===== src/rtl/pipeline_pkg.sv =====
// pipeline_pkg: shared pipeline constants and the fetch FSM state type.
package pipeline_pkg;
   localparam int XLEN = 32;
   localparam logic [XLEN-1:0] NOP_INST = 32'h0000_0013;
   typedef enum logic [1:0] {S_REQ, S_WAIT, S_DROP, S_HOLD} fetch_state_e;
endpackage


===== src/rtl/fetch_cycle_if.sv =====
// fetch_cycle_if: instruction-memory request/response bus, one outstanding request.
interface fetch_cycle_if;
   import pipeline_pkg::*;
   logic            req;
   logic [XLEN-1:0] addr;
   logic            ready;
   logic            rvalid;
   logic [XLEN-1:0] rdata;
   modport master(output req, addr, input ready, rvalid, rdata);
   modport slave(input req, addr, output ready, rvalid, rdata);
endinterface


===== src/rtl/fetch_if_id_reg.sv =====
// fetch_if_id_reg: IF/ID pipeline register with reset > flush > stall > load > idle priority.
module fetch_if_id_reg
   import pipeline_pkg::*;
(
   input  logic            clk,
   input  logic            rst,
   input  logic            flush,
   input  logic            stall,
   input  logic            load,
   input  logic [XLEN-1:0] pc_in,
   input  logic [XLEN-1:0] inst_in,
   output logic [XLEN-1:0] pc,
   output logic [XLEN-1:0] inst,
   output logic            vld
);
   always_ff @(posedge clk) begin
      if (rst || flush) begin
         pc   <= '0;
         inst <= NOP_INST;
         vld  <= 1'b0;
      end else if (!stall) begin
         pc   <= load ? pc_in : pc;
         inst <= load ? inst_in : NOP_INST;
         vld  <= load;
      end
   end
endmodule


===== src/rtl/fetch_cycle.sv =====
// fetch_cycle: IF stage owning the PC, fetching from variable-latency imem and feeding IF/ID.
module fetch_cycle
   import pipeline_pkg::*;
#(
   parameter logic [XLEN-1:0] RESET_PC = 32'h0000_0000
) (
   input  logic            i_fetch_clk,
   input  logic            i_fetch_reset,
   input  logic            i_fetch_pc_sel,
   input  logic [XLEN-1:0] i_fetch_alu_data,
   input  logic            i_fetch_stall,
   input  logic            i_fetch_flush,
   fetch_cycle_if.master   imem,
   output logic [XLEN-1:0] o_fetch_pc_de,
   output logic [XLEN-1:0] o_fetch_inst_de,
   output logic            o_fetch_vld_de
);
   fetch_state_e    state_q, state_d;
   logic [XLEN-1:0] pc_q, pc_d, hold_q, hold_d, tgt, pc_inc, issue_addr, deliver_inst;
   logic            issue, deliver;

   assign tgt    = {i_fetch_alu_data[XLEN-1:2], 2'b00};
   assign pc_inc = pc_q + XLEN'(4);

   // pc_q always tracks the oldest undelivered address, so any issue rewrites it
   always_comb begin
      state_d      = state_q;
      pc_d         = pc_q;
      hold_d       = hold_q;
      issue        = 1'b0;
      issue_addr   = pc_q;
      deliver      = 1'b0;
      deliver_inst = imem.rdata;
      case (state_q)
         S_REQ: begin
            issue      = 1'b1;
            issue_addr = i_fetch_pc_sel ? tgt : pc_q;
         end
         S_WAIT: begin
            if (imem.rvalid) begin
               issue      = i_fetch_pc_sel || !i_fetch_stall;
               issue_addr = i_fetch_pc_sel ? tgt : pc_inc;
               deliver    = !i_fetch_pc_sel && !i_fetch_stall;
               hold_d     = (!i_fetch_pc_sel && i_fetch_stall) ? imem.rdata : hold_q;
               state_d    = (!i_fetch_pc_sel && i_fetch_stall) ? S_HOLD : state_q;
            end else if (i_fetch_pc_sel) begin
               pc_d    = tgt;
               state_d = S_DROP;
            end
         end
         S_DROP: begin
            issue      = imem.rvalid;
            issue_addr = i_fetch_pc_sel ? tgt : pc_q;
            pc_d       = i_fetch_pc_sel ? tgt : pc_q;
         end
         S_HOLD: begin
            issue        = i_fetch_pc_sel || !i_fetch_stall;
            issue_addr   = i_fetch_pc_sel ? tgt : pc_inc;
            deliver      = !i_fetch_pc_sel && !i_fetch_stall;
            deliver_inst = hold_q;
         end
         default: state_d = S_REQ;
      endcase
      if (issue) begin
         pc_d    = issue_addr;
         state_d = imem.ready ? S_WAIT : S_REQ;
      end
   end

   always_ff @(posedge i_fetch_clk) begin
      if (i_fetch_reset) begin
         state_q <= S_REQ;
         pc_q    <= RESET_PC;
         hold_q  <= '0;
      end else begin
         state_q <= state_d;
         pc_q    <= pc_d;
         hold_q  <= hold_d;
      end
   end

   assign imem.req  = issue && !i_fetch_reset;
   assign imem.addr = issue_addr;

   fetch_if_id_reg u_if_id (
      .clk    (i_fetch_clk),
      .rst    (i_fetch_reset),
      .flush  (i_fetch_flush),
      .stall  (i_fetch_stall),
      .load   (deliver),
      .pc_in  (pc_q),
      .inst_in(deliver_inst),
      .pc     (o_fetch_pc_de),
      .inst   (o_fetch_inst_de),
      .vld    (o_fetch_vld_de)
   );
endmodule


===== src/flat_wrapper.sv =====
// flat-port wrapper written by rule: the top's interface ports become plain ports
module fetch_cycle_flat import pipeline_pkg::*;
#(
   parameter logic [XLEN-1:0] RESET_PC = 32'h0000_0000
)
  (i_fetch_clk, i_fetch_reset, i_fetch_pc_sel, i_fetch_alu_data, i_fetch_stall, i_fetch_flush, o_fetch_pc_de, o_fetch_inst_de, o_fetch_vld_de, imem_req, imem_addr, imem_ready, imem_rvalid, imem_rdata);
  fetch_cycle_if imem_i ();
  input  logic i_fetch_clk;
  input  logic i_fetch_reset;
  input  logic i_fetch_pc_sel;
  input  logic [XLEN-1:0] i_fetch_alu_data;
  input  logic i_fetch_stall;
  input  logic i_fetch_flush;
  output logic [XLEN-1:0] o_fetch_pc_de;
  output logic [XLEN-1:0] o_fetch_inst_de;
  output logic o_fetch_vld_de;
  output wire logic [$bits(imem_i.req)-1:0] imem_req;
  output wire logic [$bits(imem_i.addr)-1:0] imem_addr;
  input wire logic [$bits(imem_i.ready)-1:0] imem_ready;
  input wire logic [$bits(imem_i.rvalid)-1:0] imem_rvalid;
  input wire logic [$bits(imem_i.rdata)-1:0] imem_rdata;
  assign imem_req = imem_i.req;
  assign imem_addr = imem_i.addr;
  assign imem_i.ready = imem_ready;
  assign imem_i.rvalid = imem_rvalid;
  assign imem_i.rdata = imem_rdata;
  fetch_cycle #(.RESET_PC(RESET_PC)) u_core (.i_fetch_clk(i_fetch_clk), .i_fetch_reset(i_fetch_reset), .i_fetch_pc_sel(i_fetch_pc_sel), .i_fetch_alu_data(i_fetch_alu_data), .i_fetch_stall(i_fetch_stall), .i_fetch_flush(i_fetch_flush), .imem(imem_i), .o_fetch_pc_de(o_fetch_pc_de), .o_fetch_inst_de(o_fetch_inst_de), .o_fetch_vld_de(o_fetch_vld_de));
endmodule

===== config.mk =====
export PLATFORM = sky130hd
export DESIGN_NAME = fetch_cycle_flat
export DESIGN_NICKNAME = d
export VERILOG_FILES = /design/src/rtl/pipeline_pkg.sv /design/src/rtl/fetch_cycle_if.sv /design/src/rtl/fetch_if_id_reg.sv /design/src/rtl/fetch_cycle.sv /design/src/flat_wrapper.sv
export SDC_FILE = /design/constraint.sdc
export NUM_CORES = 1
export LEC_CHECK = 0
export CORE_MARGIN = 3
export CORE_UTILIZATION = 43
export DETAILED_ROUTE_END_ITERATION = 6
export GPL_ROUTABILITY_DRIVEN = 0
export PLACE_DENSITY = 0.76
export SLEW_MARGIN = 20
export SYNTH_ARGS = -nofsm -noshare
export SYNTH_HDL_FRONTEND = slang
export SYNTH_HIERARCHICAL = 1
export SYNTH_SLANG_ARGS = --single-unit

===== constraint.sdc =====
create_clock -name i_fetch_clk -period 4.7 [get_ports i_fetch_clk]
set_input_delay 1.41 -clock i_fetch_clk [delete_from_list [all_inputs] [get_ports i_fetch_clk]]
set_output_delay 1.41 -clock i_fetch_clk [all_outputs]
set_load 0.03 [all_outputs]

==> run_1/cell_classes.png <==
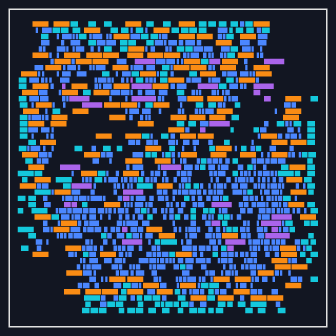
other buffers and delay cells -> cyan  # cells 211
flip-flops -> orange  # cells 131
all other logic -> blue  # cells 707
clock drivers and dummy loads -> purple  # cells 32

==> run_1/wire_density.png <==
The die is cut into 28 by 28 equal tiles; dark blue is low, red is high, scaled to the fullest tile. Values are wire area over tile area, all layers added.
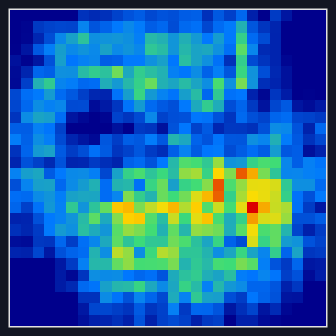
mean over tiles = 0.21
nearly empty tiles = 12%
tiles over half the peak = 13%
Total GRT Usage: 0.2433
Routed WL: 23950 um
vias: 7630
wire per inst: 18.40 um

==> run_1/clock_map.png <==
Scale bar: 50 um.
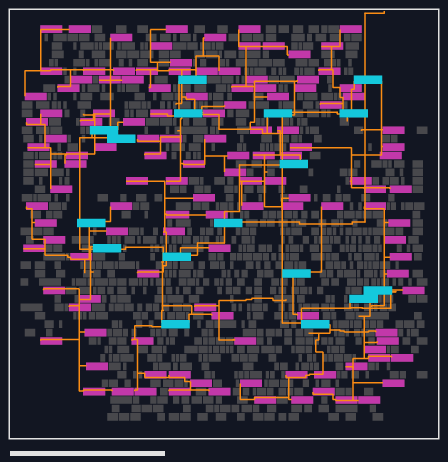
flip-flops -> magenta  # count 131
cells driving clock nets -> cyan  # count 17
clock wires -> orange  # length 1930 um
routed clock nets = 18

==> job_summary.md, run 1 <==
## PnR job results

| Metric | Value |
|---|---|
| CP required | about 3.3 ns |
| Setup ws final | around 0.24 ns |
| CP Buf/Inv Count | 3 |
| Yosys xor share | 0 |
| Cts hold-fix bufs | 0 |
| # Cells Yosys | just over 900 |
| Multiplexer share | 0.07923 |
| Floorplan Utilization | 0.4460 |
| Arrival time worst endpoint | 3.05 ns |
| Slew @ Worst Pin | about 0.95 ns |
| Adder share | 0.001668 |
| Sequential power share | 0.379 |
| DRC viols | 0 |
| CP startpoint kind | input port |
| Internal power | approximately 0.0022 W |
| Critical Path Most Common Cell | buf_4 |
| Tool warnings | 28 |
| Detailed Routing Iterations Pass 1 | 6 |
| Clk Latency, worst-skew pair | 0.43 ns |
| Post-synth net total | roughly 990 |
| Largest net degree at the start of global routing | 62 |
| Post-synth ARST share | 0 |
| Htree depth | 4 |
| IO Pins | about 170 |
| CTS tree | done |
| First-pass GRT wire length | ~38000 um |
| Flops after synth | 131 |
| DRT iter0 DRCs | roughly 800 |
| PnR Total Power | ~0.0032 W |
| Worst Path Max Fanout | 20 |
| Worst path cell trace | buf_2 -> buf_4 -> nand3b_1 -> nor4_1 -> nand4_1 -> o211ai_1 -> o311ai_1 -> buf_4 |
| Fraction of layout cells with a size suffix above 1 | 0.2599 |
| Num rows | between 40 and 50 |
| Chip area in the Yosys report | 7501 um^2 |
| Detail Placement HPWL | ~16000 um |
| Simple-gate area share of the yosys netlist | 0.2375 |
| Post-route ant nets | 0 |
| Hold_ws | approximately 0.45 ns |
| Logic pwr share | 0.201 |
| Setup slack at placement | between 0.03 and 0.04 ns |
| Tmin final | between 4 and 5 ns |
| Clk pin slew, worst setup/hold paths | roughly 0.06 ns |
| Dominant kind of combinational cell | AND-OR/OR-AND gates |
| Setup bufs post-CTS | 0 |
| Count of library flops with an enable pin | 0 |
| Worst hold path class | reg2reg |
| Pins Over Slew Limit | 0 |
| Fmax | between 200 and 250 MHz |
| PostCTS Resize Cnt | 0 |
| Fin util | 0.5943 |
| Vias in the first global route | 7226 |
| Setup Viol. Count Final | 0 |
| Routed vias/inst | between 5 and 6 |
| Crit path largest cell delay | around 0.3 ns |
| Clock Skew | roughly 0.008 ns |
| Synth Instances | 919 |
| # nets final | around 1100 |
| Synthesized area per cell | 8.162 um^2 |
| Max-cap viol count | 0 |
| RSZ-0062 raised after global routing | no |
| Area Overhead vs Synth | 33.26% |
| Sw frac | 0.3044 |
| Clock Sinks | 131 |
| VDD IR max | approximately 290 uV |
| Layout Cells excl Fill | between 1000 and 1500 |
| Hold Violations, Final | 0 |
| Crit path max-delay family | simple AND/OR/NAND/NOR gates |
| Port-buffer cells | about 170 |
| Area after DPL | 9388 um^2 |
| Setup TNS | 0 ns |
| Die Width | 138.1 um |
| Bufs on Longest Clock Path | 2 |
| Max_slew headroom | 0.3627 |
| Core area | about 17000 um^2 |
| Design Area, Final | between 9000 and 10000 um^2 |
| Distinct lib cells | roughly 74 |
| NetSw | slightly below 0.001 W |
| Cell Pwr Density | between 300 and 400 nW/um^2 |
| Clock Root Buffer | clkbuf_16 |
| Antenna violations before repair | 1 |
| Register area share after synthesis | 0.3496 |
| Compound Share, Synth | 0.2661 |
| Top FF cell, synth | dfxtp_1 |
| Clk pwr share | 0.421 |
| Leakage power | ~3.4 nW |
| CTS Buf Count | 17 |
| Chip area | roughly 19000 um^2 |
| Worst path slowest cell | nor4_1 |
| Final period util | 0.9491 |
| Critical path endpoint category | output port |
| Status | completed |
| Die height | 138.1 um |
| Grt ovf | 0 |
| Inst Count DP | around 1300 |
| Cell Area, Synth | 7501 um^2 |
| Yosys warning count | 6 |
| Setup CP Type | in2out |
run 1: area by class of cell:
type / instances / area [um^2]
well taps: 220 / 275.3
fillers: 1523 / 6823
clock buffers: 19 / 442.9
flip-flops and latches: 131 / 2624
diodes: 1 / 2.502
inverters: 8 / 30.03
repair buffers: 211 / 2029
clock inverters: 13 / 151.4
multi-input cells: 699 / 4441
run 1: path summary, 6_finish.rpt:
kind	from	endpoint	slack, ns	cells past startpoint
max	i_fetch_pc_sel	imem_addr[31]	0.24	8
min	u_core/hold_q[1]$_SDFFE_PP0P_	u_core/hold_q[1]$_SDFFE_PP0P_	0.45	2
max reg2reg	u_core/state_q[0]$_SDFFE_PP0P_	u_core/u_if_id/inst[22]$_SDFFE_PP0N_	2.05	8
min reg2reg	u_core/hold_q[1]$_SDFFE_PP0P_	u_core/hold_q[1]$_SDFFE_PP0P_	0.45	2
run 1: cell usage in the layout, fill, tap and decap left out, types with 5 or more instances in the layout:
cell type | netlist | routed
clkbuf_16 | 0 | 17
a31oi_1 | 12 | 11
nand2_2 | 28 | 29
or3_1 | 6 | 6
buf_12 | 4 | 10
a211oi_1 | 20 | 15
a21oi_1 | 70 | 70
clkdlybuf4s50_1 | 0 | 129
a21oi_2 | 28 | 28
or2_2 | 7 | 7
mux2_2 | 43 | 43
dfxtp_1 | 131 | 130
a22oi_2 | 28 | 28
o31ai_1 | 5 | 5
o22ai_1 | 17 | 17
a311oi_1 | 6 | 6
inv_1 | 7 | 7
nand2_1 | 166 | 165
nor3_1 | 15 | 15
nand4_1 | 12 | 12
a211oi_2 | 0 | 5
and3_1 | 8 | 8
nand2b_1 | 10 | 10
nand3_1 | 23 | 23
nor2_1 | 67 | 67
mux2i_1 | 11 | 11
buf_4 | 4 | 68
o21ai_0 | 18 | 18
nor2_2 | 10 | 10
o21a_1 | 8 | 8
run 1: power by group through the flow:
stage	sequential (W)	clock [W]	combinational, W
3_5_place_dp	0.00124	0	0.000634
2_1_floorplan	0.00121	0	0.000397
4_1_cts	0.00121	0.00137	0.000638
3_3_place_gp	0.00124	0	0.000627
6_report	0.00122	0.00135	0.000644
5_1_grt	0.00122	0.00142	0.000688
run 1: synthesized netlist by cell type, drive strengths merged (5+ instances only):
library cell | instances | area share
nand2 | 194 | 0.11
dfxtp | 131 | 0.35
a21oi | 98 | 0.079
nor2 | 77 | 0.042
mux2 | 43 | 0.065
clkbuf | 42 | 0.021
buf | 39 | 0.041
a22oi | 32 | 0.051
nand3 | 24 | 0.017
a211oi | 20 | 0.020
o21ai | 19 | 0.013
o22ai | 17 | 0.014
nor3 | 15 | 0.010
nand4 | 13 | 0.012
a31oi | 12 | 0.010
mux2i | 11 | 0.015
nand2b | 11 | 0.010
and3 | 8 | 0.0067
o21a | 8 | 0.0080
or2 | 8 | 0.0067
inv | 7 | 0.0035
a311oi | 6 | 0.0070
or3 | 6 | 0.0050
nor2b | 5 | 0.0045
nor4 | 5 | 0.0058
o31ai | 5 | 0.0050
run 1: layer usage:
metal	track usage	wire (um)	vias up
met5	0	0	-
met1	0.3157	10090	3557
met3	0.05732	2007	50
li1	-	-	3616
met4	0.08736	611	0
met2	0.3972	11250	407
--- run 2 (diff from run 1) ---
PLACE_DENSITY = 0.7   (was 0.76)
==> run_2/clock_map.png <==
Scale bar: 50 um.
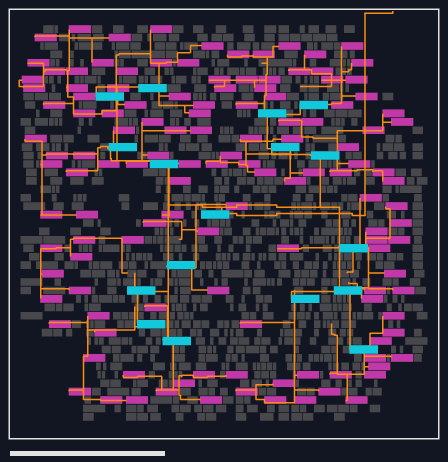
cells driving clock nets -> cyan  # count 17
clock wires -> orange  # length 1810 um
flip-flops -> magenta  # count 131
flops lie = widely spread
routed clock nets = 18
Clock Skew: 0.009702 ns
Clk Latency, worst-skew pair: 0.42 ns
Clk pwr share: 0.429
P_clk: 0.00141 W

==> job_summary.md, run 2 <==
## PnR job results

| Metric | Value |
|---|---|
| Area Overhead vs Synth | 34.28% |
| Tool warnings | 28 |
| Most numerous logic cell after layout | nand2_1 |
| Fmax | between 200 and 250 MHz |
| WL met3 | about 1900 um |
| RSZ-0062 raised after global routing | no |
| Largest net degree at the start of global routing | between 60 and 70 |
| Slew @ Worst Pin | roughly 1 ns |
| Routed vias/inst | approximately 5.8 |
| DRT iter0 DRCs | about 670 |
| Tmin final | roughly 4.6 ns |
| Chip area in the Yosys report | around 7500 um^2 |
| CTS tree | done |
| Grt ovf | 0 |
| Floorplan Utilization | 0.4460 |
| Vias | approximately 7600 |
| Leakage power | between 3 and 4 nW |
| Sw frac | 0.3022 |
| Reg2reg end | u_core/u_if_id/pc[16]$_SDFFE_PP0P_ |
| Port-buffer cells | between 150 and 200 |
| Top Layout Cells | nand2_1 (166), dfxtp_1 (130), clkdlybuf4s50_1 (129) |
| Max_slew headroom | 0.3344 |
| Detail Placement HPWL | approximately 16000 um |
| Crit path to | imem_addr[10] |
| CTS Buf Count | 17 |
| Arrival time worst endpoint | roughly 3.2 ns |
| Max-cap viol count | 0 |
| Die Width | 138.1 um |
| CP startpoint | i_fetch_pc_sel |
| Distinct lib cells | around 74 |
| Chip area | about 19000 um^2 |
| Worst Path Max Fanout | 13 |
| CP startpoint kind | input port |
| Die height | about 140 um |
| # Cells Yosys | between 900 and 1000 |
| Num rows | 47 |
| NetSw | slightly below 0.001 W |
| CP required | between 3 and 4 ns |
| Clock Sinks | between 100 and 150 |
| IO Pins | about 170 |
| Met2 routed WL | roughly 11000 um |
| Top FF cell, synth | dfxtp_1 |
| Sequential power share | 0.372 |
| Register-to-Register Path Depth | 8 |
| Critical path endpoint category | output port |
| Detailed Routing Iterations Pass 1 | 5 |
| Register area share after synthesis | 0.3496 |
| Min-delay src | u_core/hold_q[14]$_SDFFE_PP0P_ |
| Setup TNS | 0 ns |
| Final period util | 0.9769 |
| Synth Instances | around 920 |
| Max layer used | met4 |
| # nets final | between 1000 and 1500 |
| First-pass GRT wire length | a little under 40000 um |
| Yosys warning count | 6 |
| Metal1 wirelength | approximately 11000 um |
| Pins Over Slew Limit | 0 |
| Cell Pwr Density | 326.1 nW/um^2 |
| Htree depth | 4 |
| Vias in the first global route | ~7000 |
| Internal power | 0.002292 W |
| Reg2reg start | u_core/state_q[0]$_SDFFE_PP0P_ |
| Flops after synth | roughly 130 |
| Worst hold path class | reg2reg |
| Clk pin slew, worst setup/hold paths | approximately 0.060 ns |
| Routed WL | 24080 um |
| Fraction of layout cells with a size suffix above 1 | 0.2590 |
| VDD IR max | approximately 260 uV |
| Post-synth net total | 991 |
| Wire per inst | 18.50 um |
| Total GRT Usage | 0.2452 |
| Setup Viol. Count Final | 0 |
| Post-synth ARST share | 0 |
| Fin util | 0.5989 |
| Commonest cells post-synth | nand2_1 (166), dfxtp_1 (131), a21oi_1 (70), nor2_1 (67), mux2_2 (43) |
| Clock Root Buffer | clkbuf_16 |
| Core area | roughly 17000 um^2 |
| Status | completed |
| Cell Area, Synth | about 7500 um^2 |
| Logic pwr share | 0.200 |
| Post-synth top area cell | dfxtp_1 |
| Most frequent cell after synthesis | nand2_1 |
| Setup bufs post-CTS | 0 |
| Setup CP Type | in2out |
| Reg2reg setup slack | between 1.5 and 2 ns |
| Antenna violations before repair | 1 |
| Share of the synthesized area in the top cell type | 0.3496 |
| Hold Violations, Final | 0 |
| Post-route ant nets | 0 |
| Count of library flops with an enable pin | 0 |
| Synthesized area per cell | around 8 um^2 |
| Bufs on Longest Clock Path | 2 |
| Top cells, area | dfxtp_1 (35%), nand2_1 (8.3%), mux2_2 (6.5%) |
| FILL cells | roughly 1500 |
| DRC viols | 0 |
run 2: routing by layer:
layer  track usage  vias up
met4       0.09360        0
li1              -     3617
met5             0        -
met3       0.05041       47
met2        0.3823      359
met1        0.3355     3528
run 2: stage by stage:
step / hold slack, ns / std cells / setup slack [ns] / cell area, um^2 / total power [W]
global placement: 0.4393 / 1269 / 0.03539 / 9448 / 0.001885
finish: 0.4529 / 1302 / 0.1086 / 10070 / 0.003285
CTS: 0.4555 / 1301 / 0.003862 / 10070 / 0.003292
floorplan: 0.4307 / 919 / 0.03519 / 7538 / 0.001605
global route: 0.4698 / 1302 / 0.05955 / 10070 / 0.003400
detailed placement: 0.4474 / 1269 / 0.009704 / 9448 / 0.001890
run 2: final cells by class:
type                       count  area, um^2  share of cell area
timing repair buffer         211        2092              0.2077
tap                          220       275.3             0.02733
clock inverter                15       193.9             0.01925
antenna                        1       2.502           0.0002484
inverter                       8       30.03            0.002981
clock buffer                  17       425.4             0.04224
multi-input combinational    699        4429              0.4398
sequential                   131        2624              0.2605
run 2: worst min-delay path by stage:
stage | endpoint | slack, ns | depth (start not counted)
floorplan | u_core/u_if_id/pc[30]$_SDFFE_PP0P_ | 0.43 | 2
global placement | u_core/hold_q[8]$_SDFFE_PP0P_ | 0.44 | 2
detailed placement | u_core/hold_q[0]$_SDFFE_PP0P_ | 0.45 | 2
CTS | u_core/hold_q[0]$_SDFFE_PP0P_ | 0.46 | 2
global route | u_core/hold_q[25]$_SDFFE_PP0P_ | 0.47 | 2
finish | u_core/hold_q[14]$_SDFFE_PP0P_ | 0.45 | 2
run 2: critical path, stage by stage:
cell and delay [ns]:
buf_2 0.30, clkinv_1 0.29, buf_4 0.25, nor2_1 0.25
buf_4 0.21, a221oi_1 0.08, o21ai_0 0.16, buf_4 0.23
run 2: repair_timing:
action | CTS | global route
endpoints found under the hold margin | 0 | 0
hold buffers | 0 | 0
gates resized | 0 | 1
setup endpoints to repair | 0 | 9
run 2: power by group through the flow:
| stage | sequential (W) | clock, W | combinational [W] |
|---|---|---|---|
| floorplan | 0.00121 | 0 | 0.000397 |
| global placement | 0.00124 | 0 | 0.000644 |
| detailed placement | 0.00124 | 0 | 0.000648 |
| CTS | 0.00122 | 0.00142 | 0.000652 |
| global route | 0.00123 | 0.00147 | 0.000702 |
| finish | 0.00122 | 0.00141 | 0.000656 |
run 2: cells by family after synthesis:
group | after synthesis | share of synthesized area
AOI/OAI and AO/OA | 267 | 0.2661
adders and majority gates | 1 | 0.001668
buffers and inverters | 89 | 0.06589
DFF | 131 | 0.3496
muxes | 54 | 0.07923
and+or+nand+nor | 377 | 0.2375
Power is estimated from default activity; no workload was simulated.
